Figure 1. Signal wires on met2 (run 1).
Drawn at 6 px/um.
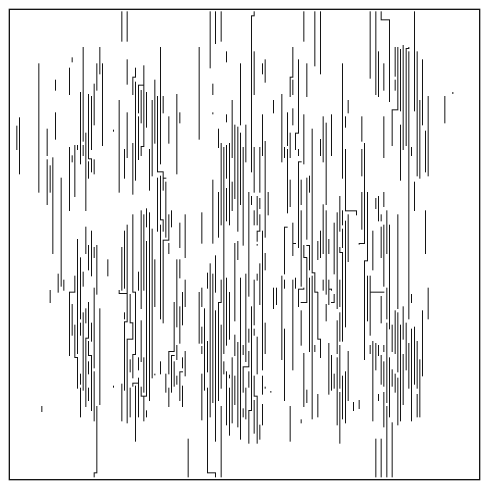
Figure 2. Ports around the boundary (run 1).
Drawn at 6 px/um. Pins as bars across the die edge, other pins in gray.
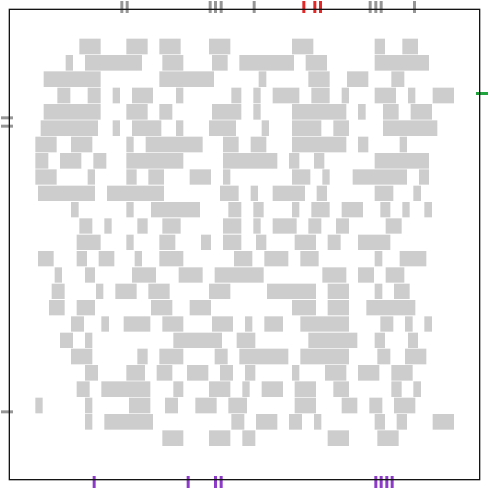
Figure 3. Routing congestion (run 1).
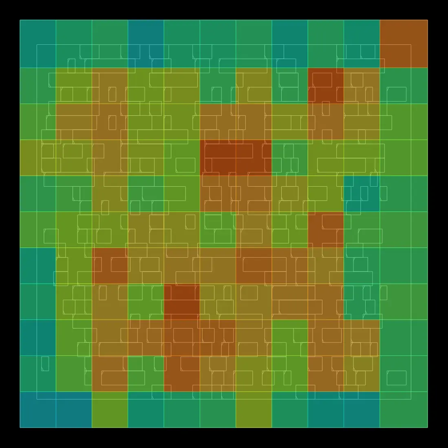
==> config.mk <==
export PLATFORM = sky130hd
export DESIGN_NAME = decoder_rr_arbiter_flat
export DESIGN_NICKNAME = d
export VERILOG_FILES = /design/src/rtl/decoder_rr_arbiter_if.sv /design/src/rtl/decoder_rr_arbiter.sv /design/src/flat_wrapper.sv
export SDC_FILE = /design/constraint.sdc
export NUM_CORES = 1
export LEC_CHECK = 0
export CELL_PAD_IN_SITES_DETAIL_PLACEMENT = 2
export CELL_PAD_IN_SITES_GLOBAL_PLACEMENT = 2
export CORE_MARGIN = 3
export CORE_UTILIZATION = 37
export DETAILED_ROUTE_END_ITERATION = 10
export PLACE_DENSITY_LB_ADDON = 0.1
export RECOVER_POWER = 100
export SYNTH_ARGS = -nofsm -noshare
export SYNTH_HDL_FRONTEND = slang
export SYNTH_SLANG_ARGS = --single-unit
==> constraint.sdc <==
create_clock -name iClk -period 10.6 [get_ports iClk]
set_clock_uncertainty 0.1 [all_clocks]
set_input_delay 1.59 -clock iClk [delete_from_list [all_inputs] [get_ports iClk]]
set_output_delay 1.59 -clock iClk [all_outputs]
set_load 0.1 [all_outputs]
==> src/rtl/decoder_rr_arbiter_if.sv <==
// Request/grant bundle between the request sources and decoder_rr_arbiter.
// The master drives requests and the release pulse; the slave returns the decoder-format grant.
interface decoder_rr_arbiter_if;
    logic       iEna;
    logic [7:0] iReq;
    logic       iDone;
    logic [7:0] oGnt;
    logic [2:0] oIdx;
    logic       oBusy;
    logic       oTimeout;

    modport master (
        output iEna, iReq, iDone,
        input  oGnt, oIdx, oBusy, oTimeout
    );

    modport slave (
        input  iEna, iReq, iDone,
        output oGnt, oIdx, oBusy, oTimeout
    );
endinterface

==> src/rtl/decoder_rr_arbiter.sv <==
// Round-robin owner of the 3-8 decoder select lines: IDLE -> GRANT -> RELEASE with one dead cycle.
// Optional grant watchdog enabled by defining ARB_TIMEOUT_EN (limit set by TIMEOUT).
module decoder_rr_arbiter #(
    parameter int TIMEOUT = 16
) (
    input logic                  iClk,
    input logic                  iRst_n,
    decoder_rr_arbiter_if.slave  bus
);

    typedef enum logic [1:0] {
        IDLE    = 2'd0,
        GRANT   = 2'd1,
        RELEASE = 2'd2
    } stateT;

    if (TIMEOUT < 2 || TIMEOUT > 255) begin : gTimeoutRange
        $error("decoder_rr_arbiter: TIMEOUT must be within 2..255");
    end

    stateT      state, stateNext;
    logic [7:0] gnt, gntNext;
    logic [2:0] idx, idxNext;
    logic [2:0] ptr, ptrNext;
    logic       busy, busyNext;
    logic       pickValid;
    logic [2:0] pickIdx;
    logic       wdExpire;

`ifdef ARB_TIMEOUT_EN
    localparam logic [7:0] WD_LAST = 8'(TIMEOUT - 1);

    logic [7:0] wdCount, wdCountNext;
    logic       timeoutPulse, timeoutNext;

    assign wdExpire = (wdCount == WD_LAST);
`else
    assign wdExpire = 1'b0;
`endif

    // Scan from ptr downward in offset so the smallest offset from ptr wins.
    always_comb begin
        pickValid = 1'b0;
        pickIdx   = ptr;
        for (int i = 7; i >= 0; i--) begin
            if (bus.iReq[ptr + 3'(i)]) begin
                pickValid = 1'b1;
                pickIdx   = ptr + 3'(i);
            end
        end
    end

    always_ff @(posedge iClk or negedge iRst_n) begin
        if (!iRst_n) begin
            state        <= IDLE;
            gnt          <= 8'hFF;
            idx          <= 3'd0;
            ptr          <= 3'd0;
            busy         <= 1'b0;
`ifdef ARB_TIMEOUT_EN
            wdCount      <= 8'd0;
            timeoutPulse <= 1'b0;
`endif
        end else begin
            state        <= stateNext;
            gnt          <= gntNext;
            idx          <= idxNext;
            ptr          <= ptrNext;
            busy         <= busyNext;
`ifdef ARB_TIMEOUT_EN
            wdCount      <= wdCountNext;
            timeoutPulse <= timeoutNext;
`endif
        end
    end

    // Next-state and next-output logic; every output is the registered copy of these.
    always_comb begin
        stateNext   = state;
        gntNext     = gnt;
        idxNext     = idx;
        ptrNext     = ptr;
        busyNext    = busy;
`ifdef ARB_TIMEOUT_EN
        wdCountNext = wdCount;
        timeoutNext = 1'b0;
`endif
        case (state)
            IDLE: begin
                gntNext  = 8'hFF;
                busyNext = 1'b0;
                if (bus.iEna && pickValid) begin
                    stateNext   = GRANT;
                    idxNext     = pickIdx;
                    gntNext     = ~(8'b1 << pickIdx);
                    busyNext    = 1'b1;
`ifdef ARB_TIMEOUT_EN
                    wdCountNext = 8'd0;
`endif
                end
            end
            GRANT: begin
                // A dropped request does not end the grant; only done, disable or the watchdog do.
                if (bus.iDone || !bus.iEna || wdExpire) begin
                    stateNext   = RELEASE;
                    gntNext     = 8'hFF;
                    busyNext    = 1'b0;
                    ptrNext     = idx + 3'd1;
`ifdef ARB_TIMEOUT_EN
                    timeoutNext = wdExpire && !bus.iDone && bus.iEna;
`endif
                end else begin
`ifdef ARB_TIMEOUT_EN
                    wdCountNext = wdCount + 8'd1;
`endif
                end
            end
            RELEASE: begin
                stateNext = IDLE;
                gntNext   = 8'hFF;
                busyNext  = 1'b0;
            end
            default: begin
                stateNext = IDLE;
                gntNext   = 8'hFF;
                busyNext  = 1'b0;
            end
        endcase
    end

    assign bus.oGnt  = gnt;
    assign bus.oIdx  = idx;
    assign bus.oBusy = busy;
`ifdef ARB_TIMEOUT_EN
    assign bus.oTimeout = timeoutPulse;
`else
    assign bus.oTimeout = 1'b0;
`endif

endmodule

==> src/flat_wrapper.sv <==
// flat-port wrapper written by rule: the top's interface ports become plain ports
module decoder_rr_arbiter_flat 
#(
    parameter int TIMEOUT = 16
)
  (iClk, iRst_n, bus_iEna, bus_iReq, bus_iDone, bus_oGnt, bus_oIdx, bus_oBusy, bus_oTimeout);
  decoder_rr_arbiter_if bus_i ();
  input logic iClk;
  input logic iRst_n;
  input wire logic [$bits(bus_i.iEna)-1:0] bus_iEna;
  input wire logic [$bits(bus_i.iReq)-1:0] bus_iReq;
  input wire logic [$bits(bus_i.iDone)-1:0] bus_iDone;
  output wire logic [$bits(bus_i.oGnt)-1:0] bus_oGnt;
  output wire logic [$bits(bus_i.oIdx)-1:0] bus_oIdx;
  output wire logic [$bits(bus_i.oBusy)-1:0] bus_oBusy;
  output wire logic [$bits(bus_i.oTimeout)-1:0] bus_oTimeout;
  assign bus_i.iEna = bus_iEna;
  assign bus_i.iReq = bus_iReq;
  assign bus_i.iDone = bus_iDone;
  assign bus_oGnt = bus_i.oGnt;
  assign bus_oIdx = bus_i.oIdx;
  assign bus_oBusy = bus_i.oBusy;
  assign bus_oTimeout = bus_i.oTimeout;
  decoder_rr_arbiter #(.TIMEOUT(TIMEOUT)) u_core (.iClk(iClk), .iRst_n(iRst_n), .bus(bus_i));
endmodule
==> results.yml, run 1 <==
# implementation run metrics
outcome:
  outcome: "finished clean"
grt:
  overflow: 0
  grt_pass1_wl_um: 10500
  track_usage: 0.218
  grt_pass1_vias: 1884
yosys:
  syn_inst: 214
  synthFlopType: "dfrtp_1"
  enable_flop_cells: 0
  yosysCellCount: 214
  async_flop_share: 1.00
  ys_seq_share: 0.226
  syn_area_per_cell_sq_um: 9.00
  synth_chip_area_sq_um: 1930
  syn_area_sq_um: 1930
place:
  preCtsSetupSlack_ns: 5.77
  place_inst: 283
  portBuffers: 23
cells_and_area:
  final_net_count: 236
  area_growth_pct: 13.4
  antenna_cells: 0
  design_area_sq_um: 2180
  n_fill_cell: 535
  lay_top_count: "mux2i_1"
  layout_top_cells: "mux2i_1, nand2_1, dlygate4sd3_1, inv_1, nor2_1"
clock_network:
  postCtsSetupRepairBufs: 0
  cts.clk_slew.worst_paths_ns: 0.07
  tritoncts: "yes"
  clk_latency_ns: 0.25
  cts-buffers-inserted: 3
  cts_root_buf: "clkbuf_8"
critical_path:
  critPathRequiredTime_ns: 10.67
  critPathArrivalTime_ns: 4.90
  cp_max_fo: 23
  cp-end-kind: "register"
  crit_type: "register to register"
  r2r_slack_ns: 5.77
  cp-endpoint: "u_core.bus.oGnt[5]$_DFFE_PN1P_"
  rr_endpoint: "u_core.bus.oGnt[5]$_DFFE_PN1P_"
  critPathLaunchType: "register"
timing:
  setup_violations: 0
  slew_violations: 0
  fin_crit_sh: 0.456
  fin_setup_tns_ns: 0
  worst_slew_pin_slew_ns: 1.01
  rsz0062_at_grt: "no"
  whs_ns: 0.406
run:
  tool_warnings: 27
route:
  drc: 0
  routed_wl_um: 6400
  first_iter_violations: 151
  drt_first_pass_iters: 4
floorplanning:
  fp.dieW_um: 78.2
  std_cell_rows: 25
  core-area_sq_um: 4880
About Figure 1:
nets with wire on the layer = 217
longest straight run = 44.5 um

About Figure 2:
`bus_oBusy` -> green  # pins 1, direction output, edge east
`bus_oIdx` -> red  # pins 3, direction output, edge north
`bus_iReq` -> purple  # pins 8, direction input, edge south
all pins by edge = 13 north, 8 south, 3 west, 1 east

About Figure 3:
met2 GRT Util: 0.359
Layout Utilization: 0.448

## run 1: area by class of cell
type                       instances  area [sq um]  area share
multi-input combinational        162          1330       0.611
sequential                        17           435       0.199
timing repair buffer              24           238       0.109
tap                               67          83.8      0.0384
inverter                          13          48.8      0.0223
clock buffer                       4          45.0      0.0206
## run 1: logic make-up after synthesis
group           share of synthesized area
fa+ha+maj                          0.0195
buf+inv                            0.0818
simple gates                        0.149
flops                               0.226
xor+xnor                           0.0227
other cells                       0.00195
mux                                 0.269
compound gates                      0.231
## run 1: cells in the mapped netlist, drive strengths merged (2+ instances only)
master,count,area (sq um)
a211oi,2,15.0
a21o,2,15.0
a21oi,6,30.0
a221o,2,20.0
a221oi,2,23.8
a22oi,2,15.0
a311oi,2,17.5
a31oi,8,50.1
and2,2,12.5
and3,2,12.5
buf,11,67.6
clkbuf,11,41.3
dfrtp,9,225
dfstp,8,210
ha,3,37.5
inv,12,45.0
mux2,8,90.1
mux2i,18,180
mux4,11,248
nand2,17,63.8
nand3,7,35.0
nand4,3,18.8
nor2,12,45.0
nor2b,5,31.3
nor3b,2,15.0
o2111ai,3,26.3
o211ai,2,15.0
o21ai,9,45.0
o32a,4,40.0
or4,2,15.0
xor2,4,35.0
## run 1: registers in the layout (all words and copies together) (netlist names)
name / cells
u_core.ptr: 3
u_core.bus.oGnt: 8
u_core.bus.oBusy: 1
u_core.bus.oIdx: 3
u_core.state: 2
## run 1: critical path, cell delays in order (launching register included)
cell	delay [ns]
dfrtp_1	0.84
inv_1	0.45
ha_1	1.01
mux4_2	0.47
a221o_1	0.38
a32oi_1	0.24
a22oi_1	0.18
a311oi_1	0.37
a2111o_2	0.22
inv_1	0.11
o32a_1	0.36
## run 1: worst min-delay path by stage
stage / depth (start not counted) / endpoint / slack, ns / start
finish: 2 / u_core.bus.oGnt[2]$_DFFE_PN1P_ / 0.41 / u_core.bus.oGnt[2]$_DFFE_PN1P_
global route: 2 / u_core.bus.oGnt[3]$_DFFE_PN1P_ / 0.43 / u_core.bus.oGnt[3]$_DFFE_PN1P_
CTS: 2 / u_core.bus.oGnt[2]$_DFFE_PN1P_ / 0.41 / u_core.bus.oGnt[2]$_DFFE_PN1P_
detailed placement: 2 / u_core.bus.oGnt[2]$_DFFE_PN1P_ / 0.40 / u_core.bus.oGnt[2]$_DFFE_PN1P_
global placement: 1 / u_core.ptr[0]$_DFFE_PN0P_ / 0.38 / u_core.bus.oIdx[0]$_DFFE_PN0P_
floorplan: 1 / u_core.state[1]$_DFFE_PN0P_ / 0.38 / u_core.state[1]$_DFFE_PN0P_
## run 1: per-layer routing
layer / vias up / global-route usage / wire length, um
met3: 4 / 0.0287 / 187
met2: 29 / 0.359 / 3120
li1: 829 / - / -
met1: 918 / 0.318 / 3070
met5: - / 0 / 0
met4: 0 / 0.0175 / 23
Figure 4. The metal 3 layer (run 1).
Drawn at 4 px/um.
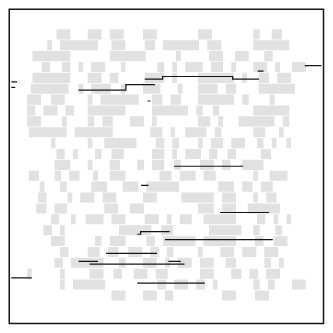

==> run 2: changes to the inputs <==
- CORE_UTILIZATION: 37 -> 31
- clock period: 10.6 -> 4.35 ns (I/O delays scaled with it)
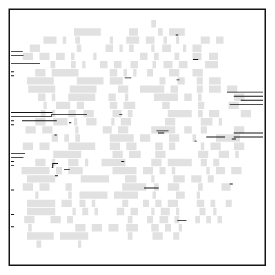
Figure 5: run 2, the metal 3 layer.
Drawn at 3 px/um.
nets with wire on the layer = 33
wire length on this layer = 172 um
longest straight run = 13.6 um

==> results.yml, run 2 <==
# implementation run metrics
cells_and_area:
  drive_above_1_share: 0.178
  layout_top_cells: "mux2i_1, nand2_1, dlygate4sd3_1, inv_1, nor2_1"
  largest_reg_flops: 8
  area_growth_pct: 15.6
  final_net_count: 241
  regArea_sq_um: 435
  combGateArea_sq_um: 1330
  lay_top_count: "mux2i_1"
critical_path:
  cp-endpoint: "u_core.bus.oGnt[5]$_DFFE_PN1P_"
  cp-end-kind: "register"
  critPathRequiredTime_ns: 4.43
  r2r_slack_ns: 0.67
  crit_type: "input port to register"
  critPathLaunchType: "input port"
  cp_max_fo: 12
  critPathArrivalTime_ns: 3.84
  rr_endpoint: "u_core.bus.oGnt[5]$_DFFE_PN1P_"
yosys:
  async_flop_share: 1.00
  synth_chip_area_sq_um: 1930
  yosysTopAreaCell: "mux4_2"
  enable_flop_cells: 0
  yosysCellCount: 214
  syn_inst: 214
  yosys-top-cells-count: "mux2i_1, nand2_1, nor2_1"
  syn_area_per_cell_sq_um: 9.00
  area_leaders: "mux4_2, dfrtp_1, dfstp_2"
  synthFlopType: "dfrtp_1"
grt:
  grt_pass1_vias: 2035
  grt_pass1_wl_um: 10600
  grt_antenna_before_repair: 0
  overflow: 0
  track_usage: 0.183
route:
  drc: 0
  routed_wl_um: 6270
  drt_first_pass_iters: 4
  first_iter_violations: 99
floorplanning:
  fp.dieW_um: 84.8
  std_cell_rows: 28
  core-area_sq_um: 5960
clock_network:
  cts-buffers-inserted: 3
  clk_latency_ns: 0.25
  cts_root_buf: "clkbuf_8"
  postCtsSetupRepairBufs: 0
  clk_path_buf_depth: 2
  tritoncts: "yes"
place:
  portBuffers: 23
timing:
  slew_violations: 0
  rsz0062_at_grt: "no"
  worst_slew_pin_slew_ns: 0.994
  fin_setup_tns_ns: 0
outcome:
  outcome: "finished clean"
run:
  tool_warnings: 27
[run 2: cell counts after synthesis]
No cell type changed its count.
[run 2: layout make-up]
cell class / instances / share of cell area
Inverter: 13 / 0.0219
Multi-Input combinational cell: 162 / 0.596
Sequential cell: 17 / 0.196
Tap cell: 75 / 0.0421
Clock buffer: 3 / 0.0185
Clock inverter: 1 / 0.00225
Timing Repair Buffer: 29 / 0.124
[run 2: worst min path at each step]
| stage | from | endpoint | slack, ns | cells after the start |
|---|---|---|---|---|
| 2_1_floorplan | iRst_n | u_core.bus.oBusy$_DFFE_PN0P_ | 0.26 | 0 |
| 3_3_place_gp | u_core.bus.oGnt[7]$_DFFE_PN1P_ | u_core.bus.oGnt[7]$_DFFE_PN1P_ | 0.40 | 2 |
| 3_5_place_dp | u_core.bus.oGnt[3]$_DFFE_PN1P_ | u_core.bus.oGnt[3]$_DFFE_PN1P_ | 0.40 | 2 |
| 4_1_cts | u_core.bus.oGnt[3]$_DFFE_PN1P_ | u_core.bus.oGnt[3]$_DFFE_PN1P_ | 0.41 | 2 |
| 5_1_grt | u_core.bus.oGnt[4]$_DFFE_PN1P_ | u_core.bus.oGnt[4]$_DFFE_PN1P_ | 0.43 | 1 |
| 6_report | u_core.bus.oGnt[3]$_DFFE_PN1P_ | u_core.bus.oGnt[3]$_DFFE_PN1P_ | 0.41 | 2 |
[run 2: metrics by stage]
step / worst slack [ns] / hold slack, ns / instances / utilization
floorplan: 0.703 / 0.257 / 214 / -
global placement: 0.569 / 0.400 / 296 / 0.367
detailed placement: 0.509 / 0.401 / 296 / 0.367
CTS: 0.764 / 0.412 / 300 / 0.375
global route: 0.392 / 0.434 / 300 / 0.374
finish: 0.584 / 0.406 / 300 / 0.374
[run 2: kinds of logic after synthesis]
kind of cell,count (synthesis),synth area share
multiplexers,37,0.269
other,1,0.00195
AND/OR/NAND/NOR,58,0.149
adder cells (fa/ha/maj),3,0.0195
flip-flops,17,0.226
buffers and inverters,35,0.0818
XOR/XNOR,5,0.0227
AND-OR/OR-AND,58,0.231
[run 2: worst max-delay path: stages]
cell           delay, ns
dlygate4sd3_1       0.72
mux4_2              0.62
a221o_1             0.34
a221oi_1            0.43
nor2_1              0.09
a311oi_1            0.27
a2111o_2            0.22
inv_1               0.13
o32a_1              0.37
[run 2: per-layer routing]
metal / wire length, um / track usage / part of all wire
met4: 127 / 0.0547 / 0.020
met5: 0 / 0 / 0
met2: 3270 / 0.332 / 0.52
met1: 2700 / 0.228 / 0.43
met3: 172 / 0.0165 / 0.027
